File: src/rtl/mips_ctrl_pkg.sv
// Shared encodings for the single-cycle MIPS control decoder: opcodes, R-type
// function codes, ALU operations, datapath mux selects and the control bundle.
package mips_ctrl_pkg;

  localparam logic [5:0] OP_RTYPE = 6'b000000;
  localparam logic [5:0] OP_J     = 6'b000010;
  localparam logic [5:0] OP_JAL   = 6'b000011;
  localparam logic [5:0] OP_BEQ   = 6'b000100;
  localparam logic [5:0] OP_BNE   = 6'b000101;
  localparam logic [5:0] OP_ADDI  = 6'b001000;
  localparam logic [5:0] OP_ADDIU = 6'b001001;
  localparam logic [5:0] OP_SLTI  = 6'b001010;
  localparam logic [5:0] OP_SLTIU = 6'b001011;
  localparam logic [5:0] OP_ANDI  = 6'b001100;
  localparam logic [5:0] OP_ORI   = 6'b001101;
  localparam logic [5:0] OP_XORI  = 6'b001110;
  localparam logic [5:0] OP_LUI   = 6'b001111;
  localparam logic [5:0] OP_LW    = 6'b100011;
  localparam logic [5:0] OP_SW    = 6'b101011;

  localparam logic [5:0] FN_MFHI  = 6'b001010;
  localparam logic [5:0] FN_MFLO  = 6'b001011;
  localparam logic [5:0] FN_MULT  = 6'b011000;
  localparam logic [5:0] FN_MULTU = 6'b011001;
  localparam logic [5:0] FN_ADD   = 6'b100000;
  localparam logic [5:0] FN_ADDU  = 6'b100001;
  localparam logic [5:0] FN_SUB   = 6'b100010;
  localparam logic [5:0] FN_SUBU  = 6'b100011;
  localparam logic [5:0] FN_AND   = 6'b100100;
  localparam logic [5:0] FN_OR    = 6'b100101;
  localparam logic [5:0] FN_XOR   = 6'b100110;
  localparam logic [5:0] FN_NOR   = 6'b100111;
  localparam logic [5:0] FN_XNOR  = 6'b101000;
  localparam logic [5:0] FN_SLT   = 6'b101010;
  localparam logic [5:0] FN_SLTU  = 6'b101011;

  localparam logic [3:0] ALU_AND  = 4'b0000;
  localparam logic [3:0] ALU_OR   = 4'b0001;
  localparam logic [3:0] ALU_ADD  = 4'b0010;
  localparam logic [3:0] ALU_XOR  = 4'b0011;
  localparam logic [3:0] ALU_XNOR = 4'b0100;
  localparam logic [3:0] ALU_NOR  = 4'b0101;
  localparam logic [3:0] ALU_SUB  = 4'b0110;
  localparam logic [3:0] ALU_SLT  = 4'b0111;
  localparam logic [3:0] ALU_SLTU = 4'b1000;

  localparam logic [1:0] ASRC_RT   = 2'b00;
  localparam logic [1:0] ASRC_SIMM = 2'b01;
  localparam logic [1:0] ASRC_ZIMM = 2'b10;
  localparam logic [1:0] ASRC_LUI  = 2'b11;

  localparam logic [1:0] RDST_RT = 2'b00;
  localparam logic [1:0] RDST_RD = 2'b01;
  localparam logic [1:0] RDST_RA = 2'b10;

  typedef struct packed {
    logic       multstart;
    logic       multsgn;
    logic       aluormult;
    logic       lohi;
    logic       regwrite;
    logic       memwrite;
    logic       memtoreg;
    logic [1:0] alusrc;
    logic [1:0] regdst;
    logic       jump;
    logic       jal;
    logic       bne;
    logic       branch;
  } ctrl_t;

  localparam ctrl_t CTRL_NOP = '0;

endpackage

File: src/rtl/alu_decoder.sv
// ALU operation decoder: picks the 4-bit ALU operation from opcode, and from
// the function field for R-type instructions.
module alu_decoder
  import mips_ctrl_pkg::*;
(
  input  logic [5:0] op,
  input  logic [5:0] fn,
  output logic [3:0] alucontrol
);

  always_comb begin
    // NOTE: assigning a default before the case keeps every path driven, so no latch is inferred.
    alucontrol = ALU_AND;
    case (op)
      OP_RTYPE: begin
        case (fn)
          FN_ADD, FN_ADDU: alucontrol = ALU_ADD;
          FN_SUB, FN_SUBU: alucontrol = ALU_SUB;
          FN_AND:          alucontrol = ALU_AND;
          FN_OR:           alucontrol = ALU_OR;
          FN_XOR:          alucontrol = ALU_XOR;
          FN_NOR:          alucontrol = ALU_NOR;
          FN_XNOR:         alucontrol = ALU_XNOR;
          FN_SLT:          alucontrol = ALU_SLT;
          FN_SLTU:         alucontrol = ALU_SLTU;
          default:         alucontrol = ALU_AND;
        endcase
      end
      OP_LW, OP_SW, OP_ADDI, OP_ADDIU: alucontrol = ALU_ADD;
      OP_BEQ, OP_BNE:                  alucontrol = ALU_SUB;
      OP_SLTI:                         alucontrol = ALU_SLT;
      OP_SLTIU:                        alucontrol = ALU_SLTU;
      OP_ANDI:                         alucontrol = ALU_AND;
      OP_ORI, OP_LUI:                  alucontrol = ALU_OR;
      OP_XORI:                         alucontrol = ALU_XOR;
      default:                         alucontrol = ALU_AND;
    endcase
  end

endmodule

File: src/rtl/mips_controller.sv
// Single-cycle MIPS main control decoder. Purely combinational; reset forces
// every output low immediately, independent of the clock.
module mips_controller
  import mips_ctrl_pkg::*;
(
  input  logic       clk,
  input  logic       reset,
  input  logic [5:0] op,
  input  logic [5:0] fn,
  output logic       multstart,
  output logic       multsgn,
  output logic       aluormult,
  output logic       lohi,
  output logic       regwrite,
  output logic       memwrite,
  output logic       memtoreg,
  output logic [1:0] alusrc,
  output logic [1:0] regdst,
  output logic       jump,
  output logic       jal,
  output logic       bne,
  output logic       branch,
  output logic [3:0] alucontrol
);

  ctrl_t      ctrl;
  ctrl_t      ctrl_gated;
  logic [3:0] alu_op;

  // clk exists only for interface uniformity; nothing here is clocked.
  logic unused_clk;
  assign unused_clk = clk;

  alu_decoder u_alu_decoder (
    .op         (op),
    .fn         (fn),
    .alucontrol (alu_op)
  );

  always_comb begin
    ctrl = CTRL_NOP;
    case (op)
      OP_RTYPE: begin
        case (fn)
          FN_ADD, FN_ADDU, FN_SUB, FN_SUBU, FN_AND, FN_OR, FN_XOR,
          FN_NOR, FN_XNOR, FN_SLT, FN_SLTU: begin
            ctrl.regwrite = 1'b1;
            ctrl.regdst   = RDST_RD;
          end
          FN_MULT: begin
            ctrl.multstart = 1'b1;
            ctrl.multsgn   = 1'b1;
          end
          FN_MULTU: ctrl.multstart = 1'b1;
          FN_MFHI, FN_MFLO: begin
            ctrl.regwrite  = 1'b1;
            ctrl.regdst    = RDST_RD;
            ctrl.aluormult = 1'b1;
            ctrl.lohi      = (fn == FN_MFHI);
          end
          default: ctrl = CTRL_NOP;
        endcase
      end
      OP_LW: begin
        ctrl.regwrite = 1'b1;
        ctrl.memtoreg = 1'b1;
        ctrl.alusrc   = ASRC_SIMM;
      end
      OP_SW: begin
        ctrl.memwrite = 1'b1;
        ctrl.alusrc   = ASRC_SIMM;
      end
      OP_BEQ: ctrl.branch = 1'b1;
      OP_BNE: begin
        ctrl.branch = 1'b1;
        ctrl.bne    = 1'b1;
      end
      OP_ADDI, OP_ADDIU, OP_SLTI, OP_SLTIU: begin
        ctrl.regwrite = 1'b1;
        ctrl.alusrc   = ASRC_SIMM;
      end
      OP_ANDI, OP_ORI, OP_XORI: begin
        ctrl.regwrite = 1'b1;
        ctrl.alusrc   = ASRC_ZIMM;
      end
      OP_LUI: begin
        ctrl.regwrite = 1'b1;
        ctrl.alusrc   = ASRC_LUI;
      end
      OP_J: ctrl.jump = 1'b1;
      OP_JAL: begin
        ctrl.jump     = 1'b1;
        ctrl.jal      = 1'b1;
        ctrl.regwrite = 1'b1;
        ctrl.regdst   = RDST_RA;
      end
      default: ctrl = CTRL_NOP;
    endcase
  end

  assign ctrl_gated = reset ? CTRL_NOP : ctrl;

  assign multstart  = ctrl_gated.multstart;
  assign multsgn    = ctrl_gated.multsgn;
  assign aluormult  = ctrl_gated.aluormult;
  assign lohi       = ctrl_gated.lohi;
  assign regwrite   = ctrl_gated.regwrite;
  assign memwrite   = ctrl_gated.memwrite;
  assign memtoreg   = ctrl_gated.memtoreg;
  assign alusrc     = ctrl_gated.alusrc;
  assign regdst     = ctrl_gated.regdst;
  assign jump       = ctrl_gated.jump;
  assign jal        = ctrl_gated.jal;
  assign bne        = ctrl_gated.bne;
  assign branch     = ctrl_gated.branch;
  assign alucontrol = reset ? 4'b0000 : alu_op;

endmodule

File: config.mk
export PLATFORM = sky130hd
export DESIGN_NAME = mips_controller
export DESIGN_NICKNAME = d
export VERILOG_FILES = /design/src/rtl/mips_ctrl_pkg.sv /design/src/rtl/alu_decoder.sv /design/src/rtl/mips_controller.sv
export SDC_FILE = /design/constraint.sdc
export NUM_CORES = 1
export LEC_CHECK = 0
export CAP_MARGIN = 30
export CORE_AREA = 2 2 39 41
export DETAILED_ROUTE_END_ITERATION = 8
export DIE_AREA = 0 0 41 43
export GPL_TIMING_DRIVEN = 0
export PLACE_DENSITY = 0.89
export SLEW_MARGIN = 20
export SYNTH_ARGS = -nofsm -noshare
export SYNTH_HDL_FRONTEND = slang
export SYNTH_SLANG_ARGS = --single-unit
File: constraint.sdc
create_clock -name vclk -period 3.2
set_clock_uncertainty 0.15 [all_clocks]
set_input_delay 0.64 -clock vclk [all_inputs]
set_output_delay 0.64 -clock vclk [all_outputs]
set_load 0.01 [all_outputs]
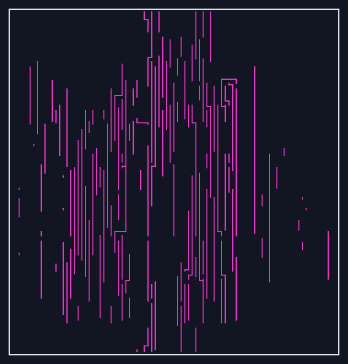
**Above:** run 1 (metal 2).
Scale: 8 px per um.
wire length on this layer: 830 um
main direction: vertical
nets with wire on the layer: 102
share of all routed wire: 53%
longest straight run: 20.7 um

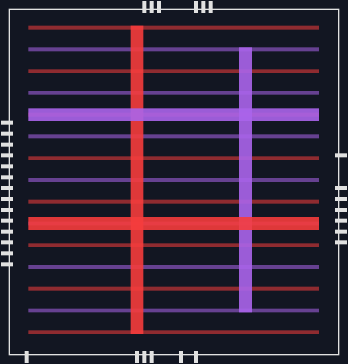
**Above:** run 1 (floorplan with the power grid).
Scale: 8 px per um. Pins as bars on the die edge.
legend:
  VSS:
    color: red
  VDD:
    color: purple
rows: 14
met4 straps: 2
met1 rails: 15
met5 straps: 2
signal pins: 33

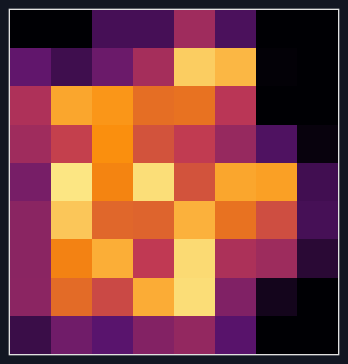
**Above:** run 1 (cell area per tile).
Scale: 8 px per um. 8 x 9 tiles, from black (low) to pale yellow (high), 0 to 100% covered.
mean over tiles: 43%
fullest tile: 95%
emptiest ninth of the die: north-east
nearly empty tiles: 15%
densest ninth of the die: center
tiles over 75% full: 21%

run 1: stage by stage:
| stage | std cells | setup slack [ps] | TNS [ps] |
|---|---|---|---|
| detailed placement | 121 | -522.9 | -3689 |
| finish | 122 | 2.833 | 0 |
| floorplan | 77 | 251.5 | 0 |
| global placement | 121 | -526.4 | -3369 |
| global route | 122 | -31.54 | -31.54 |
| CTS | 122 | -62.29 | -120.2 |
run 1: power by group through the flow:
stage | logic, mW | registers, mW | clock network (mW)
3_3_place_gp | 0.0567 | 0 | 0
2_1_floorplan | 0.0316 | 0 | 0
4_1_cts | 0.0594 | 0 | 0
6_report | 0.0618 | 0 | 0
3_5_place_dp | 0.0589 | 0 | 0
5_1_grt | 0.0667 | 0 | 0
run 1: cell usage in the layout, fill, tap and decap left out, drive strengths merged, types with 2 or more instances in the layout:
cell type,instances
nand2,8
or3,5
dlygate4sd2,6
a21oi,11
nor3,4
inv,4
nand2b,5
nand3,2
mux2i,2
o211ai,2
buf,7
nor2,5
clkbuf,4
dlymetal6s2s,4
o21ai,6
nor4,3
nand3b,2
clkdlybuf4s50,13
nor2b,2
or2,2
run 1: worst min-delay path, stage by stage:
cell and delay, ps:
clkbuf_1 170, nor2b_1 140, clkbuf_2 130
run 1: worst paths after layout:
check | endpoint | slack [ps] | cells past startpoint
max | alucontrol[3] | 3 | 6
min | lohi | 1580 | 3
run 1: cell families after synthesis:
family / after synthesis / share of synthesized area
AOI/OAI and AO/OA: 22 / 0.2677
buffers and inverters: 9 / 0.09835
muxes: 2 / 0.04372
and+or+nand+nor: 44 / 0.5902
run 1: what timing repair did:
item / CTS / global route
cloned: 0 / 0
pin swaps: 6 / 3
buffers inserted: 1 / 0
endpoints found under the setup margin: 17 / 8
gates resized: 23 / 13
==> flow_summary.toml, run 1 <==
# implementation run metrics
[power]
pwr-share-comb = 1.000
power.density_mw_per_mm2 = 79.13
power.switching_mw = 0.03447
pwr-share-seq = 0

[worst_setup_path]
path_class = "in2out"
cp_num_buf_inv = 2
crit_path_max_incr_delay_ps = 560
cp_data_required_time_ps = 2410
cpMaxStageDelayCell = "or4_4"
crit_chain = "dlygate4sd2_1 > or4_4 > or2_4 > or3_1 > a21oi_2 > buf_2"
critical_path.top_delay_family = "simple AND/OR/NAND/NOR gates"
cp-startpoint = "op[1]"

[final_layout]
nNonClkInverters = 4
seq_area_sq_um = 0
antenna_cells = 0
clockBufferCount = 0
syn_to_final_growth_pct = 70.49
fillers = 142
largestClassByArea = "combinational gates"
buf_share = 0.3782
n_sequential_cell = 0
comb_share = 0.5769
final_layout_size_suffix_gt1_frac = 0.1698
fin_area_sq_um = 780.7
final_util = 0.5642

[global_route]
grt_max_degree = 11
first_global_vias = 524
met3_usage = 0.01047
grt_busiest_layer = "met2"
grt_usage = 0.1688
grt_overflow_total = 0
grt_use_met1 = 0.2089

[logic_synthesis]
area_leaders = "a21oi_1 12%, nand2b_1 6.8%, or3_1 6.8%"
ys_chip_area_sq_um = 457.9
post-synth-top-area-cell = "a21oi_1"
ys_cells = 77
ys_types = 29
avgSynthCellArea_sq_um = 5.947
netlist_area_sq_um = 457.9
floorplan.nets = 91
post-synth-top-count-cell = "a21oi_1"
top_area_frac = 0.1202

[final_timing]
whs_ps = 1575
worstMarginPinSlew_ps = 394.0
relSlewSlack = 0.7369
clock.fmax_ghz = 0.3128
hold_viol = 0
setup_viol = 0

[run]
max_cap_violations = 0

[placement]
routabilityCongestion = 0.7280
io_buffers = 28

[drt]
wl_um = 1556
post-route-drc-count = 0
post_drt_wl_per_cell_um = 12.75
wl_met2_um = 829
route.met3.wl_um = 92
met1_length_um = 634

[hold_path]
hp-start = "fn[0]"

[run_status]
outcome = "complete, no violations"

[die]
tapCellCount = 16
chipArea_sq_mm = 0.001763
core_area_sq_mm = 0.001384
rows = 14
die_w_um = 41
--- run 2 (diff from run 1) ---
- ABC_CLOCK_PERIOD_IN_PS: unset -> 3200
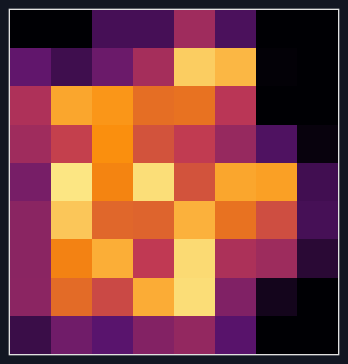
**Above:** run 2 (cell area per tile).
Scale: 8 px per um. 8 x 9 tiles, from black (low) to pale yellow (high), 0 to 100% covered.
Finished Core Util: 0.5642
core area: 0.001384 sq mm
fp util: 0.3309

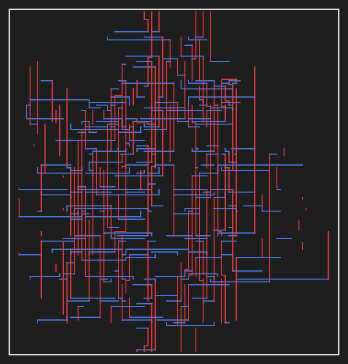
**Above:** run 2 (routed metal, one color a layer).
Scale: 8 px per um. Two of the layers only.
legend:
  met2:
    color: red
    wire_length: 830 um
  met1:
    color: blue
    wire_length: 634 um

==> run 2 against run 1 <==
Wire length is the same. Flip-flop count is the same. Die size unchanged. Cell count stayed put. Core utilization unchanged. Non-clock buffer count did not move. Worst setup slack did not move. Sequential share of layout area did not move. Synthesized cell count did not move. Largest power group unchanged.
==> flow_summary.toml, run 2 <==
# implementation run metrics
[worst_setup_path]
start_kind = "input port"
cp_data_required_time_ps = 2410
path_class = "in2out"
crit_chain = "dlygate4sd2_1 > or4_4 > or2_4 > or3_1 > a21oi_2 > buf_2"
end_kind = "primary output"
crit_fanout = 4
arrival_ps = 2410
cpMaxStageDelayCell = "or4_4"
crit_path_max_incr_delay_ps = 560

[drt]
routed_via_density = 5.418
vias = 661
drt_iter0_markers = 6
dr.pass1.iters = 2
post-route-drc-count = 0
wl_um = 1556
post_drt_wl_per_cell_um = 12.75
antenna_left = 0

[die]
io_pins = 33
die_w_um = 41
dieHeight_um = 43
rows = 14
chipArea_sq_mm = 0.001763

[run]
warnings = 36
max_cap_violations = 0

[global_route]
antenna_found_initial = 0
grt_overflow_total = 0
first_global_vias = 524
grt_max_degree = 11
grt_usage = 0.1688
grt_pass1_wl_um = 2256

[logic_synthesis]
seq_area_frac_synth = 0
post-synth-top-count-cell = "a21oi_1"
ys_types = 29
yosysWarnings = 0
top_area_frac = 0.1202
avgSynthCellArea_sq_um = 5.947
area_leaders = "a21oi_1 12%, nand2b_1 6.8%, or3_1 6.8%"
floorplan.nets = 91
netlist_area_sq_um = 457.9
ys_cells = 77
post-synth-top-area-cell = "a21oi_1"
syn_inst = 77
top_cells_by_count = "11 x a21oi_1, 8 x nand2_1"
ys_chip_area_sq_um = 457.9

[power]
total_power_mw = 0.06178
p_leak_nw = 0.3296
power.density_mw_per_mm2 = 79.13
ir_worst_vdd_uv = 43.04

[final_layout]
clockBufferCount = 0
nets = 122
syn_to_final_growth_pct = 70.49
seq_area_sq_um = 0
mostFrequentLayoutCells = "13 x clkdlybuf4s50_1, 9 x a21oi_1, 8 x nand2_1"
n_sequential_cell = 0
fin_cells = 122
final_common_cell = "clkdlybuf4s50_1"
final_layout_size_suffix_gt1_frac = 0.1698
antenna_cells = 0

[placement]
dpl_worst_slack_ps = -522.9
io_buffers = 28
hpwl_um = 1147
placedCellCount = 121
routabilityCongestion = 0.7280

[final_timing]
setup_viol = 0
slew_viol_final = 0
clock.fmax_ghz = 0.3128
finalClockPeriodUsage = 0.9991
relSlewSlack = 0.7369
whs_ps = 1575
hold_viol = 0
rsz0062_at_grt = "yes"
worstMarginPinSlew_ps = 394.0
setup_ws_ps = 2.833
period_needed_ps = 3197

[run_status]
outcome = "complete, no violations"

[hold_path]
hold_path_class = "in2out"

[cts]
holdBufCountCts = 0
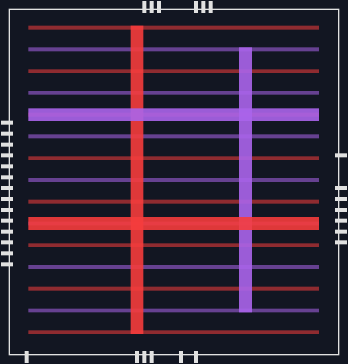
**Above:** run 2 (floorplan with the power grid).
Scale: 8 px per um. Pins as bars on the die edge.
legend:
  VSS:
    color: red
  VDD:
    color: purple
signal pins: 33
met1 rails: 15
met5 straps: 2
rows: 14
met4 straps: 2

==> run 2: cell type report <==
class | count | area (sq um)
Inverter | 4 | 15.01
Fill cell | 142 | 603.1
Tap cell | 16 | 20.02
Timing Repair Buffer | 29 | 265.3
Buffer | 5 | 30.03
Multi-Input combinational cell | 68 | 450.4
==> run 2: timing repair <==
item,in CTS,in global routing
pin swaps,6,3
buffers inserted,1,0
setup endpoints to repair,17,8
resized,23,13
==> run 2: logic make-up after synthesis <==
logic type | synth area share
AND-OR/OR-AND | 0.2677
buffers and inverters | 0.09835
multiplexers | 0.04372
AND/OR/NAND/NOR | 0.5902
==> run 2: final timing paths <==
path | from | cells after the start | to
hold / removal | fn[0] | 3 | lohi
setup / recovery | op[1] | 6 | alucontrol[3]
==> run 2: routing by layer <==
metal	global-route usage	wire length [um]	vias up
met3	0.01047	92	0
met1	0.2089	634	299
li1	-	-	341
met4	0	0	0
met2	0.3156	829	21
met5	0	0	-
==> run 2: metrics by stage <==
stage	instance area (sq um)	setup TNS (ps)
final	780.7	0
after global routing	780.7	-31.54
after CTS	760.7	-120.2
after detailed placement	758.2	-3689
after global placement	758.2	-3369
after floorplan	457.9	0
==> run 2: worst max-delay path, delay by kind of cell <==
family,cells,cell delay (ps)
buf+inv,2,400
simple gates,3,1230
compound gates,1,140
==> run 2: power by group <==
part	internal (mW)	switching, mW	total (mW)
clock network	0	0	0
registers	0	0	0
logic	0.0273	0.0345	0.0618
total	0.0273	0.0345	0.0618
Power figures rest on the tool's default switching activity, not on a simulated workload.
